**Run 1: metal 1**

Scale bar: 50 um. Cells faint in the background.
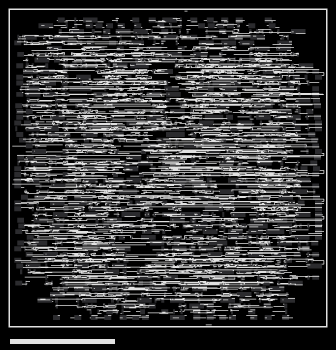
**Run 1: metal 2**

Cells faint in the background.
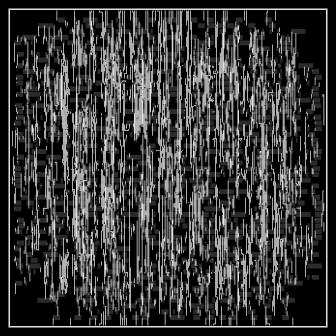
**Run 1: metal 3**

Scale bar: 50 um. Cells faint in the background.
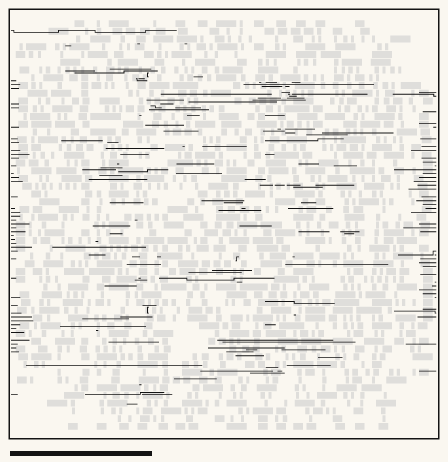
File: src/rtl/matrix_scanner.sv
// Multi-channel LED dot-matrix row scanner with a per-frame shadow bitmap.
// Optional macro MATRIX_BLANK_EN blanks the first BLANK_CYCLES cycles of each row slot.
module matrix_scanner #(
  parameter int ROWS         = 8,
  parameter int COLS         = 8,
  parameter int CHANNELS     = 2,
  parameter int SCAN_DIV     = 1000,
  parameter int BLANK_CYCLES = 2
) (
  input  logic                         clk,
  input  logic                         rst,
  input  logic                         enable,
  input  logic [CHANNELS*ROWS*COLS-1:0] frame,
  output logic [ROWS-1:0]              dot_row,
  output logic [CHANNELS*COLS-1:0]     dot_col,
  output logic                         frame_start
);

  localparam int DIV_W = (SCAN_DIV > 1) ? $clog2(SCAN_DIV) : 1;
  localparam int ROW_W = (ROWS > 1) ? $clog2(ROWS) : 1;

  if (SCAN_DIV < 2 || BLANK_CYCLES < 0 || BLANK_CYCLES >= SCAN_DIV) begin : g_bad_params
    $error("matrix_scanner: illegal SCAN_DIV/BLANK_CYCLES combination");
  end

  logic [DIV_W-1:0]              r_div_cnt;
  logic [ROW_W-1:0]              r_row_idx;
  logic [CHANNELS*ROWS*COLS-1:0] r_shadow;
  logic                          r_started;

  logic [DIV_W-1:0]              w_div_nxt;
  logic [ROW_W-1:0]              w_row_nxt;
  logic                          w_wrap;
  logic [CHANNELS*ROWS*COLS-1:0] w_shadow_nxt;
  logic [ROWS-1:0]               w_row_strobe;
  logic [CHANNELS*COLS-1:0]      w_col_data;
  logic                          w_blank;

  // Reset leaves r_started low so the first enabled edge behaves like a frame wrap.
  always_comb begin
    w_div_nxt = r_div_cnt;
    w_row_nxt = r_row_idx;
    w_wrap    = 1'b0;
    if (!r_started) begin
      w_div_nxt = '0;
      w_row_nxt = '0;
      w_wrap    = 1'b1;
    end else if (r_div_cnt == DIV_W'(SCAN_DIV - 1)) begin
      w_div_nxt = '0;
      if (r_row_idx == ROW_W'(ROWS - 1)) begin
        w_row_nxt = '0;
        w_wrap    = 1'b1;
      end else begin
        w_row_nxt = r_row_idx + 1'b1;
      end
    end else begin
      w_div_nxt = r_div_cnt + 1'b1;
    end
  end

  assign w_shadow_nxt = w_wrap ? frame : r_shadow;

  // Outputs reflect the position being entered, so row 0 shows the freshly latched frame.
  always_comb begin
    w_row_strobe = ~(ROWS'(1) << (ROWS - 1 - int'(w_row_nxt)));
    w_col_data   = '0;
    for (int c = 0; c < CHANNELS; c++) begin
      w_col_data[c*COLS +: COLS] = w_shadow_nxt[c*ROWS*COLS + int'(w_row_nxt)*COLS +: COLS];
    end
  end

`ifdef MATRIX_BLANK_EN
  assign w_blank = (int'(w_div_nxt) < BLANK_CYCLES);
`else
  assign w_blank = 1'b0;
`endif

  always_ff @(posedge clk) begin
    if (rst) begin
      r_div_cnt   <= '0;
      r_row_idx   <= '0;
      r_shadow    <= '0;
      r_started   <= 1'b0;
      dot_row     <= '1;
      dot_col     <= '0;
      frame_start <= 1'b0;
    end else if (enable) begin
      r_div_cnt   <= w_div_nxt;
      r_row_idx   <= w_row_nxt;
      r_shadow    <= w_shadow_nxt;
      r_started   <= 1'b1;
      frame_start <= w_wrap;
      dot_row     <= w_blank ? '1 : w_row_strobe;
      dot_col     <= w_blank ? '0 : w_col_data;
    end else begin
      dot_row     <= '1;
      dot_col     <= '0;
      frame_start <= 1'b0;
    end
  end

endmodule
File: config.mk
export PLATFORM = sky130hd
export DESIGN_NAME = matrix_scanner
export DESIGN_NICKNAME = d
export VERILOG_FILES = /design/src/rtl/matrix_scanner.sv
export SDC_FILE = /design/constraint.sdc
export NUM_CORES = 1
export LEC_CHECK = 0
export ABC_AREA = 0
export CELL_PAD_IN_SITES_DETAIL_PLACEMENT = 1
export CELL_PAD_IN_SITES_GLOBAL_PLACEMENT = 1
export CORE_UTILIZATION = 38
export DETAILED_ROUTE_END_ITERATION = 12
export HOLD_SLACK_MARGIN = 0.02
export PLACE_DENSITY_LB_ADDON = 0.1
export RECOVER_POWER = 100
export SLEW_MARGIN = 5
export SYNTH_ARGS = -nofsm -noshare
export SYNTH_HDL_FRONTEND = slang
export SYNTH_SLANG_ARGS = --single-unit
File: constraint.sdc
create_clock -name clk -period 2.7 [get_ports clk]
set_input_delay 0.675 -clock clk [delete_from_list [all_inputs] [get_ports clk]]
set_output_delay 0.675 -clock clk [all_outputs]
set_load 0.1 [all_outputs]
==> flow_metrics.env, run 1 <==
# source this file to load flow results
export IMPL_rsz0062_at_grt="false"
export IMPL_fp_util_pct=39.26
export IMPL_antenna_cells=0
export IMPL_grt_use_met3_pct=4.333
export IMPL_cp_depth=8
export IMPL_hold_viol=0
export IMPL_via_per_inst=5.787
export IMPL_p_leak_nw=3.776
export IMPL_wl_met3_um=1837
export IMPL_hold_buffers=0
export IMPL_cts_sinks=167
export IMPL_dr_pass1_iters=5
export IMPL_worst_r2r_setup_slack_ns=0.19
export IMPL_drtIter0Drc=591
export IMPL_use_met2_pct=41.31
export IMPL_p_clk_share_pct=40.3
export IMPL_ys_cells=1116
export IMPL_place_hpwl_um=19990
export IMPL_die_size_y_um=150.3
export IMPL_taps=275
export IMPL_crit_end="dot_col[13]"
export IMPL_sw_frac_of_total_pct=28.99
export IMPL_ys_sh_aoi_pct=27.16
export IMPL_largest_reg_flops=128
export IMPL_ff_type="dfxtp_1"
export IMPL_period_needed_ns=2.509
export IMPL_path_buffers=1
export IMPL_power_density_nw_per_um2=566.4
export IMPL_cp_top_family="AND-OR/OR-AND gates"
export IMPL_syn_area_um2=8357
export IMPL_p_comb_share_pct=14.9
export IMPL_postCtsResizedCells=0
export IMPL_internal_power_w=0.004255
export IMPL_cp_startpoint="r_row_idx[0]"
export IMPL_worstPathMaxFanout=32
export IMPL_fmax_ghz=0.3986
export IMPL_nets=1354
export IMPL_r2r_start="r_row_idx[0]"
export IMPL_common_cells="nand2_1 (286), dfxtp_1 (167), a21oi_1 (161)"
export IMPL_p_seq_share_pct=44.9
export IMPL_status="complete, no violations"
export IMPL_finalSetupViolations=0
export IMPL_grt_first_pass_wirelength_um=47450
export IMPL_hold_path_depth=2
export IMPL_yosysTopAreaCellShare_pct=40.01
export IMPL_grt_overflow_total=0
export IMPL_async_flop_share_pct=0
export IMPL_post_drt_wl_per_cell_um=20.28
export IMPL_postSynthAreaPerCell_um2=7.488
export IMPL_edf_count=0
export IMPL_fin_tns_setup_ns=0
export IMPL_hold_path_endpoint="r_shadow[93]"
export IMPL_cts_buffer_depth=2
export IMPL_syn_to_final_growth_pct=26.61
export IMPL_htreeDepth=4
export IMPL_antenna_found_initial=0
export IMPL_top_area_cell="dfxtp_1"
export IMPL_crit_slowest_cell="clkbuf_4"
export IMPL_cp_start_kind="flop"
export IMPL_yosys_area_share_xor_xnor_pct=0.9433
export IMPL_sh_seq_area_pct=31.63
export IMPL_ys_sh_mux_pct=4.072
export IMPL_worstPathRequired_ns=3.01
export IMPL_path_cells="ha_1 > ha_1 > nand3b_1 > clkbuf_4 > o211ai_1 > a2bb2oi_1 > o21ai_0 > nand4_1"
export IMPL_regMostFlops="r_shadow"
export IMPL_synthCells=1116
export IMPL_cts_tree="built"
export IMPL_busiest_layer="met2"
export IMPL_flop_area_um2=3347
export IMPL_grtUsageMet1_pct=40.34
export IMPL_hold_class="flop to flop"
export IMPL_grt_pass1_vias=8333
export IMPL_min_from="r_shadow[93]"
About 'metal 1':
share of all routed wire = 49%
main direction = horizontal
nets with wire on the layer = 1217
longest straight run = 65.8 um
wire length on this layer = 14900 um

About 'metal 2':
main direction = vertical
longest straight run = 50.3 um
nets with wire on the layer = 1117
share of all routed wire = 44%

About 'metal 3':
main direction = horizontal
wire length on this layer = 1840 um
share of all routed wire = 6.0%
nets with wire on the layer = 158
longest straight run = 61.6 um

## run 1: metrics by stage
stage	utilization [%]	std cells	setup slack, ns	total power (W)
after detailed placement	47.63	1476	0.001034	0.003647
after floorplan	-	1116	0.4786	0.003228
after global routing	49.70	1508	0.06987	0.006213
after global placement	47.63	1476	0.09527	0.003633
after CTS	50.29	1508	0.2085	0.006051
final	49.70	1508	0.1913	0.005993
## run 1: power by group through the flow
stage / Sequential [W] / Clock [W] / Combinational (W)
2_1_floorplan: 0.00283 / 0 / 0.000395
3_3_place_gp: 0.00274 / 0 / 0.000894
3_5_place_dp: 0.00274 / 0 / 0.000906
4_1_cts: 0.00269 / 0.00245 / 0.000913
5_1_grt: 0.00270 / 0.00255 / 0.000966
6_report: 0.00269 / 0.00241 / 0.000892
--- run 2 (diff from run 1) ---
--- a/config.mk
+++ b/config.mk
@@ -13,7 +13,7 @@
 export HOLD_SLACK_MARGIN = 0.02
 export PLACE_DENSITY_LB_ADDON = 0.1
 export RECOVER_POWER = 100
-export SLEW_MARGIN = 5
+export SLEW_MARGIN = 20
 export SYNTH_ARGS = -nofsm -noshare
 export SYNTH_HDL_FRONTEND = slang
 export SYNTH_SLANG_ARGS = --single-unit
**Run 2: sequential cells grouped by signal name**

Other sequential cells in the stronger grey, the rest of the logic in the fainter grey.
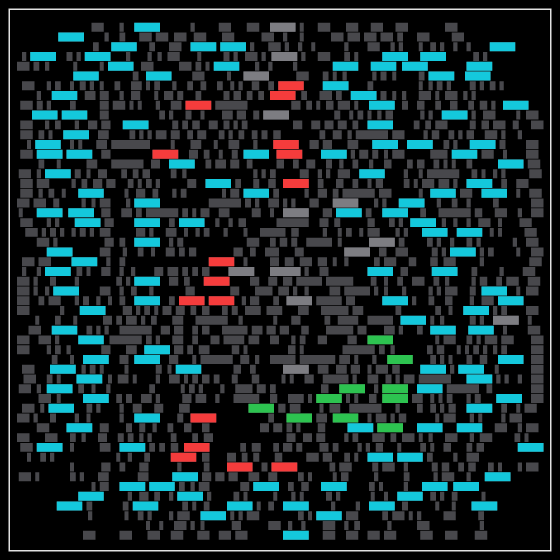
red -> `dot_col`  # flops 16
green -> `r_div_cnt`  # flops 10
cyan -> `r_shadow`  # flops 128, where widely spread

**Run 2: metal 1**

Scale bar: 50 um. Cells faint in the background.
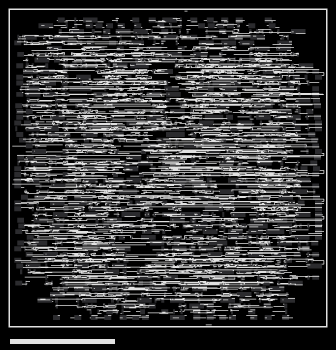
main direction = horizontal
share of all routed wire = 49%
nets with wire on the layer = 1217

==> run 2 against run 1 <==
Against the previous run:
- non-clock buffer count unchanged
- first-iteration DRC count unchanged
- fmax unchanged
- sequential share of layout area unchanged
- register-to-register slack about the same
==> flow_metrics.env, run 2 <==
# source this file to load flow results
export IMPL_top_area_cell="dfxtp_1"
export IMPL_cp_top_family="AND-OR/OR-AND gates"
export IMPL_power_w=0.005993
export IMPL_drive_gt1_share_pct=6.002
export IMPL_nets=1354
export IMPL_post_drt_wl_per_cell_um=20.28
export IMPL_yosysTopAreaCellShare_pct=40.01
export IMPL_fin_tns_setup_ns=0
export IMPL_place_hpwl_um=19990
export IMPL_edf_count=0
export IMPL_htreeDepth=4
export IMPL_p_leak_nw=3.776
export IMPL_fmax_ghz=0.3986
export IMPL_cp_startpoint="r_row_idx[0]"
export IMPL_hold_slack_ns=0.4569
export IMPL_synth_most_common_cell="nand2_1"
export IMPL_use_met2_pct=41.31
export IMPL_worstPathMaxFanout=32
export IMPL_via_per_inst=5.787
export IMPL_syn_num_nets=1250
export IMPL_synth_distinct_cells=44
export IMPL_io_buffers=155
export IMPL_dr_wl_met2_um=13300
export IMPL_path_cells="ha_1 > ha_1 > nand3b_1 > clkbuf_4 > o211ai_1 > a2bb2oi_1 > o21ai_0 > nand4_1"
export IMPL_grt_use_met3_pct=4.333
export IMPL_ys_cells=1116
export IMPL_cp_start_kind="flop"
export IMPL_dp_slack_ns=0.001034
export IMPL_ff_type="dfxtp_1"
export IMPL_cts_sinks=167
export IMPL_drtIter0Drc=591
export IMPL_syn_to_final_growth_pct=26.61
export IMPL_rsz0062_at_grt="false"
export IMPL_antenna_found_initial=0
export IMPL_largest_reg_flops=128
export IMPL_area_leaders="dfxtp_1 (40%), nand2_1 (13%), a21oi_1 (9.6%), o211ai_1 (4.3%), mux2i_1 (4.1%)"
export IMPL_crit_top_cell="ha_1"
export IMPL_ir_drop_mv=0.4073
export IMPL_regToRegEndpoint="dot_col[13]"
export IMPL_synthCells=1116
export IMPL_yosys_register_bits=167
export IMPL_final_area_um2=10580
export IMPL_tool_warnings=30
export IMPL_grt_overflow_total=0
export IMPL_dr_max_layer_used="met4"
export IMPL_placed_cell_area_um2=10140
export IMPL_clk_transition_reported_paths_ns=0.08
export IMPL_lay_top_cells="nand2_1 (286), dfxtp_1 (166), a21oi_1 (161), clkdlybuf4s50_1 (128), nor2_1 (66)"
export IMPL_fin_crit_sh_pct=92.92
export IMPL_r2r_start="r_row_idx[0]"
export IMPL_ys_sh_aoi_pct=27.16
export IMPL_hold_class="flop to flop"
export IMPL_final_core_util_pct=49.70
export IMPL_critical_path_class="flop to flop"
export IMPL_top_logic_kind="AND-OR/OR-AND gates"
export IMPL_grt_pass1_vias=8333
export IMPL_rows=53
export IMPL_busiest_layer="met2"
export IMPL_postCtsResizedCells=0
export IMPL_async_flop_share_pct=0
export IMPL_drt_met1_wl_um=14900
export IMPL_max_cap_violations=0
export IMPL_gp_congestion=0.8491
export IMPL_ys_seq_share_pct=40.01
export IMPL_antenna_cells=0
export IMPL_grt_total_usage_pct=27.45
export IMPL_clk_latency_ns=0.44
export IMPL_crit_path_max_incr_delay_ns=0.45
export IMPL_grtUsageMet1_pct=40.34
export IMPL_ant_nets=0
export IMPL_reg_top3="r_shadow: 128 flops, dot_col: 16 flops, r_div_cnt: 10 flops"
export IMPL_crit_end="dot_col[13]"
export IMPL_worstPathRequired_ns=3.01
export IMPL_simple_gate_share_pct=21.75
export IMPL_cp_depth=8
export IMPL_min_from="r_shadow[93]"
export IMPL_post_place_cells=1476
export IMPL_fp_util_pct=39.26
export IMPL_setup_ws_ns=0.1913
export IMPL_status="complete, no violations"
export IMPL_yosysWarnings=0
export IMPL_postSynthAreaPerCell_um2=7.488
export IMPL_finalSetupViolations=0
export IMPL_route_detailed_drc=0
export IMPL_hold_path_depth=2
export IMPL_wl_met3_um=1837
export IMPL_ys_area_um2=8357
export IMPL_power_density_nw_per_um2=566.4
export IMPL_r2r_cells=8
export IMPL_placeableCoreArea_um2=21290
export IMPL_die_x_um=150.3
export IMPL_die_size_y_um=150.3
export IMPL_hold_buffers=0
export IMPL_hold_viol=0
export IMPL_worst_r2r_setup_slack_ns=0.19
export IMPL_cts_buffer_depth=2
export IMPL_grt_max_degree=135
export IMPL_cts_made_buffers=17
export IMPL_worstMarginPinSlew_ns=1.196
export IMPL_slew_headroom_pct=20.63
export IMPL_regMostFlops="r_shadow"
export IMPL_cp_end_kind="flop"
export IMPL_cts_root_buf="clkbuf_16"
export IMPL_vias=8727
export IMPL_ys_sh_mux_pct=4.072
export IMPL_yosys_area_share_xor_xnor_pct=0.9433
export IMPL_syn_area_um2=8357
export IMPL_cts_tree="built"
export IMPL_common_cells="nand2_1 (286), dfxtp_1 (167), a21oi_1 (161)"
export IMPL_grt_first_pass_wirelength_um=47450
export IMPL_cp_arrival_ns=2.81
export IMPL_ios=156
export IMPL_crit_slowest_cell="clkbuf_4"
export IMPL_drv_slew=0
export IMPL_wl_um=30580
export IMPL_path_buffers=1
export IMPL_lay_top_count="nand2_1"
export IMPL_ys_sh_adder_pct=0.4492
export IMPL_finClkSkew_ns=0.01718
export IMPL_cts_setup_buffers=0
export IMPL_die_area_um2=22590
export IMPL_period_needed_ns=2.509
export IMPL_hold_path_endpoint="r_shadow[93]"
export IMPL_instances_no_fill=1508
export IMPL_dr_pass1_iters=5
==> run 2: cell counts after synthesis <==
No cell type changed its count.
==> run 2: area by class of cell <==
| class | count | area (um2) |
|---|---|---|
| flip-flops and latches | 167 | 3347 |
| multi-input cells | 844 | 4566 |
| repair buffers | 186 | 1744 |
| clock buffers | 20 | 446.7 |
| well taps | 275 | 344.1 |
| inverters | 4 | 15.01 |
| clock inverters | 12 | 117.6 |
| fillers | 2625 | 10710 |
==> run 2: power breakdown <==
group	switching [W]	leakage, nW	internal [W]	total (W)
registers	0.0000974	1.37	0.00259	0.00269
logic	0.000535	2.14	0.000357	0.000892
clock network	0.00110	0.264	0.00131	0.00241
total	0.00174	3.78	0.00426	0.00599
--- run 3 (diff from run 2) ---
--- a/config.mk
+++ b/config.mk
@@ -9,10 +9,11 @@
 export CELL_PAD_IN_SITES_DETAIL_PLACEMENT = 1
 export CELL_PAD_IN_SITES_GLOBAL_PLACEMENT = 1
 export CORE_UTILIZATION = 38
+export CTS_CLUSTER_SIZE = 16
 export DETAILED_ROUTE_END_ITERATION = 12
 export HOLD_SLACK_MARGIN = 0.02
-export PLACE_DENSITY_LB_ADDON = 0.1
-export RECOVER_POWER = 100
+export PLACE_DENSITY_LB_ADDON = 0.15
+export RECOVER_POWER = 50
 export SLEW_MARGIN = 20
 export SYNTH_ARGS = -nofsm -noshare
 export SYNTH_HDL_FRONTEND = slang
**Run 3: metal 1**

Scale bar: 50 um. Cells faint in the background.
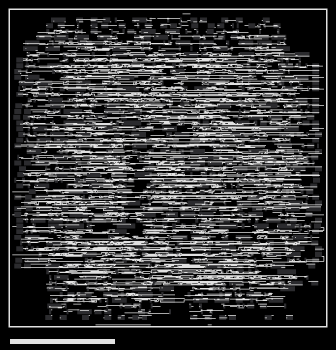
nets with wire on the layer = 1233
share of all routed wire = 49%
main direction = horizontal
wire length on this layer = 15100 um
longest straight run = 49.7 um

**Run 3: sequential cells grouped by signal name**

Other sequential cells in the stronger grey, the rest of the logic in the fainter grey.
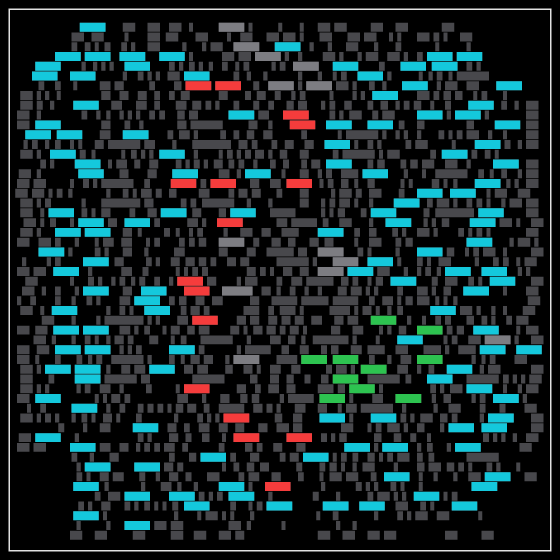
green -> `r_div_cnt`  # flops 10
cyan -> `r_shadow`  # flops 128, where widely spread
red -> `dot_col`  # flops 16
not coloured = 13

==> run 3 against run 2 <==
Against the previous run:
- sequential share of layout area shrank 0.20 points
- area after synthesis is the same
- final cell count rose by 0.20%
- register-to-register slack better by 0.09 ns
- critical path depth fell by 1
- largest power group is now the clock network
- final area up 0.63%
==> flow_metrics.env, run 3 <==
# source this file to load flow results
export IMPL_flop_area_um2=3347
export IMPL_worstPathMaxFanout=35
export IMPL_place_hpwl_um=20440
export IMPL_wl_um=30720
export IMPL_grtUsageMet1_pct=40.34
export IMPL_top_area_cell="dfxtp_1"
export IMPL_power_w=0.006298
export IMPL_internal_power_w=0.004607
export IMPL_worstPathRequired_ns=3.00
export IMPL_path_cells="ha_1 > nand3b_1 > nor3_4 > buf_4 > a21oi_1 > a22oi_1 > nand4_1"
export IMPL_async_flop_share_pct=0
export IMPL_vias=8689
export IMPL_grt_total_usage_pct=27.82
export IMPL_postSynthAreaPerCell_um2=7.488
export IMPL_placeableCoreArea_um2=21290
export IMPL_drt_met1_wl_um=15050
export IMPL_hold_path_depth=2
export IMPL_p_leak_nw=3.818
export IMPL_cp_arrival_ns=2.72
export IMPL_period_needed_ns=2.419
export IMPL_taps=275
export IMPL_critical_path_class="flop to flop"
export IMPL_p_clk_share_pct=43.1
export IMPL_power_density_nw_per_um2=591.5
export IMPL_status="complete, no violations"
export IMPL_edf_count=0
export IMPL_yosysWarnings=0
export IMPL_clk_transition_reported_paths_ns=0.06
export IMPL_ir_drop_mv=0.3269
export IMPL_use_met2_pct=42.24
export IMPL_regMostFlops="r_shadow"
export IMPL_nClkBuffers=23
export IMPL_grt_use_met3_pct=4.303
export IMPL_r2r_cells=7
export IMPL_regToRegEndpoint="dot_col[9]"
export IMPL_comb_area_share_pct=42.84
export IMPL_route_detailed_drc=0
export IMPL_gp_congestion=0.8791
export IMPL_area_leaders="dfxtp_1 (40%), nand2_1 (13%), a21oi_1 (9.6%), o211ai_1 (4.3%), mux2i_1 (4.1%)"
export IMPL_rows=53
export IMPL_drtIter0Drc=674
export IMPL_rsz0062_at_grt="false"
export IMPL_drv_slew=0
export IMPL_syn_num_nets=1250
export IMPL_p_sw_w=0.001691
export IMPL_buffers=189
export IMPL_post_place_cells=1479
export IMPL_cts_made_buffers=17
export IMPL_cts_sinks=167
export IMPL_min_from="r_shadow[78]"
export IMPL_dr_wl_met2_um=13610
export IMPL_io_buffers=155
export IMPL_lay_top_count="nand2_1"
export IMPL_antenna_found_initial=0
export IMPL_num_multi_input_gates=844
export IMPL_pg_comb_w=0.000894
export IMPL_cp_depth=7
export IMPL_largestClassByArea="multi-input combinational cells"
export IMPL_synth_distinct_cells=44
export IMPL_ys_seq_share_pct=40.01
export IMPL_cts_buffer_depth=2
export IMPL_cts_tree="built"
export IMPL_grt_pass1_vias=8599
export IMPL_dr_pass1_iters=5
export IMPL_hold_class="flop to flop"
export IMPL_finClkSkew_ns=0.01321
export IMPL_hold_buffers=0
export IMPL_dr_max_layer_used="met4"
export IMPL_r2r_start="r_div_cnt[0]"
export IMPL_synth_most_common_cell="nand2_1"
export IMPL_crit_path_max_incr_delay_ns=0.43
export IMPL_pg_clk_w=0.00271
export IMPL_via_per_inst=5.750
export IMPL_setup_ws_ns=0.2813
export IMPL_postCtsResizedCells=0
export IMPL_worst_r2r_setup_slack_ns=0.28
export IMPL_ant_nets=0
export IMPL_combGateArea_um2=4561
export IMPL_cts_root_buf="clkbuf_16"
export IMPL_grt_max_degree=135
export IMPL_worstMarginPinSlew_ns=1.193
export IMPL_instances_no_fill=1511
export IMPL_crit_end="dot_col[9]"
export IMPL_layout_nonclk_buf_share_pct=16.24
export IMPL_largest_reg_flops=128
export IMPL_die_size_y_um=150.3
export IMPL_yosys_register_bits=167
export IMPL_cp_startpoint="r_div_cnt[0]"
export IMPL_cts_setup_buffers=0
export IMPL_fin_crit_sh_pct=89.58
export IMPL_fillers=2582
export IMPL_pg_seq_w=0.00269
export IMPL_cp_end_kind="flop"
export IMPL_finalSetupViolations=0
export IMPL_busiest_layer="met2"
export IMPL_wl_met3_um=1627
export IMPL_common_cells="nand2_1 (286), dfxtp_1 (167), a21oi_1 (161)"
export IMPL_hold_viol=0
export IMPL_htreeDepth=4
export IMPL_tool_warnings=28
export IMPL_sw_frac_of_total_pct=26.85
export IMPL_nets=1357
export IMPL_drive_gt1_share_pct=6.311
export IMPL_maxPowerGroup="the clock network"
export IMPL_ios=156
export IMPL_crit_slowest_cell="buf_4"
export IMPL_grt_first_pass_wirelength_um=48170
-- run 3: netlist changes by cell type in the layout (fill, tap and decap cells not counted), sizes merged --
cell,change
buf,+4
clkinv,-1
bufinv,+3
inv,-2
clkinvlp,-3
clkbuf,+2
-- run 3: stage by stage --
stage	utilization [%]	area (um2)	hold slack (ns)
6_report	50.01	10650	0.4581
5_1_grt	50.01	10650	0.4867
4_1_cts	50.56	10760	0.4625
3_5_place_dp	47.50	10110	0.4529
3_3_place_gp	47.50	10110	0.4489
2_1_floorplan	-	8357	0.4367
-- run 3: kinds of logic after synthesis --
group,share of synthesized area [%]
XOR/XNOR,0.9433
AND/OR/NAND/NOR,21.75
AND-OR/OR-AND,27.16
multiplexers,4.073
buffers and inverters,5.614
flip-flops,40.01
adder cells (fa/ha/maj),0.4492
Power is estimated from default activity; no workload was simulated.
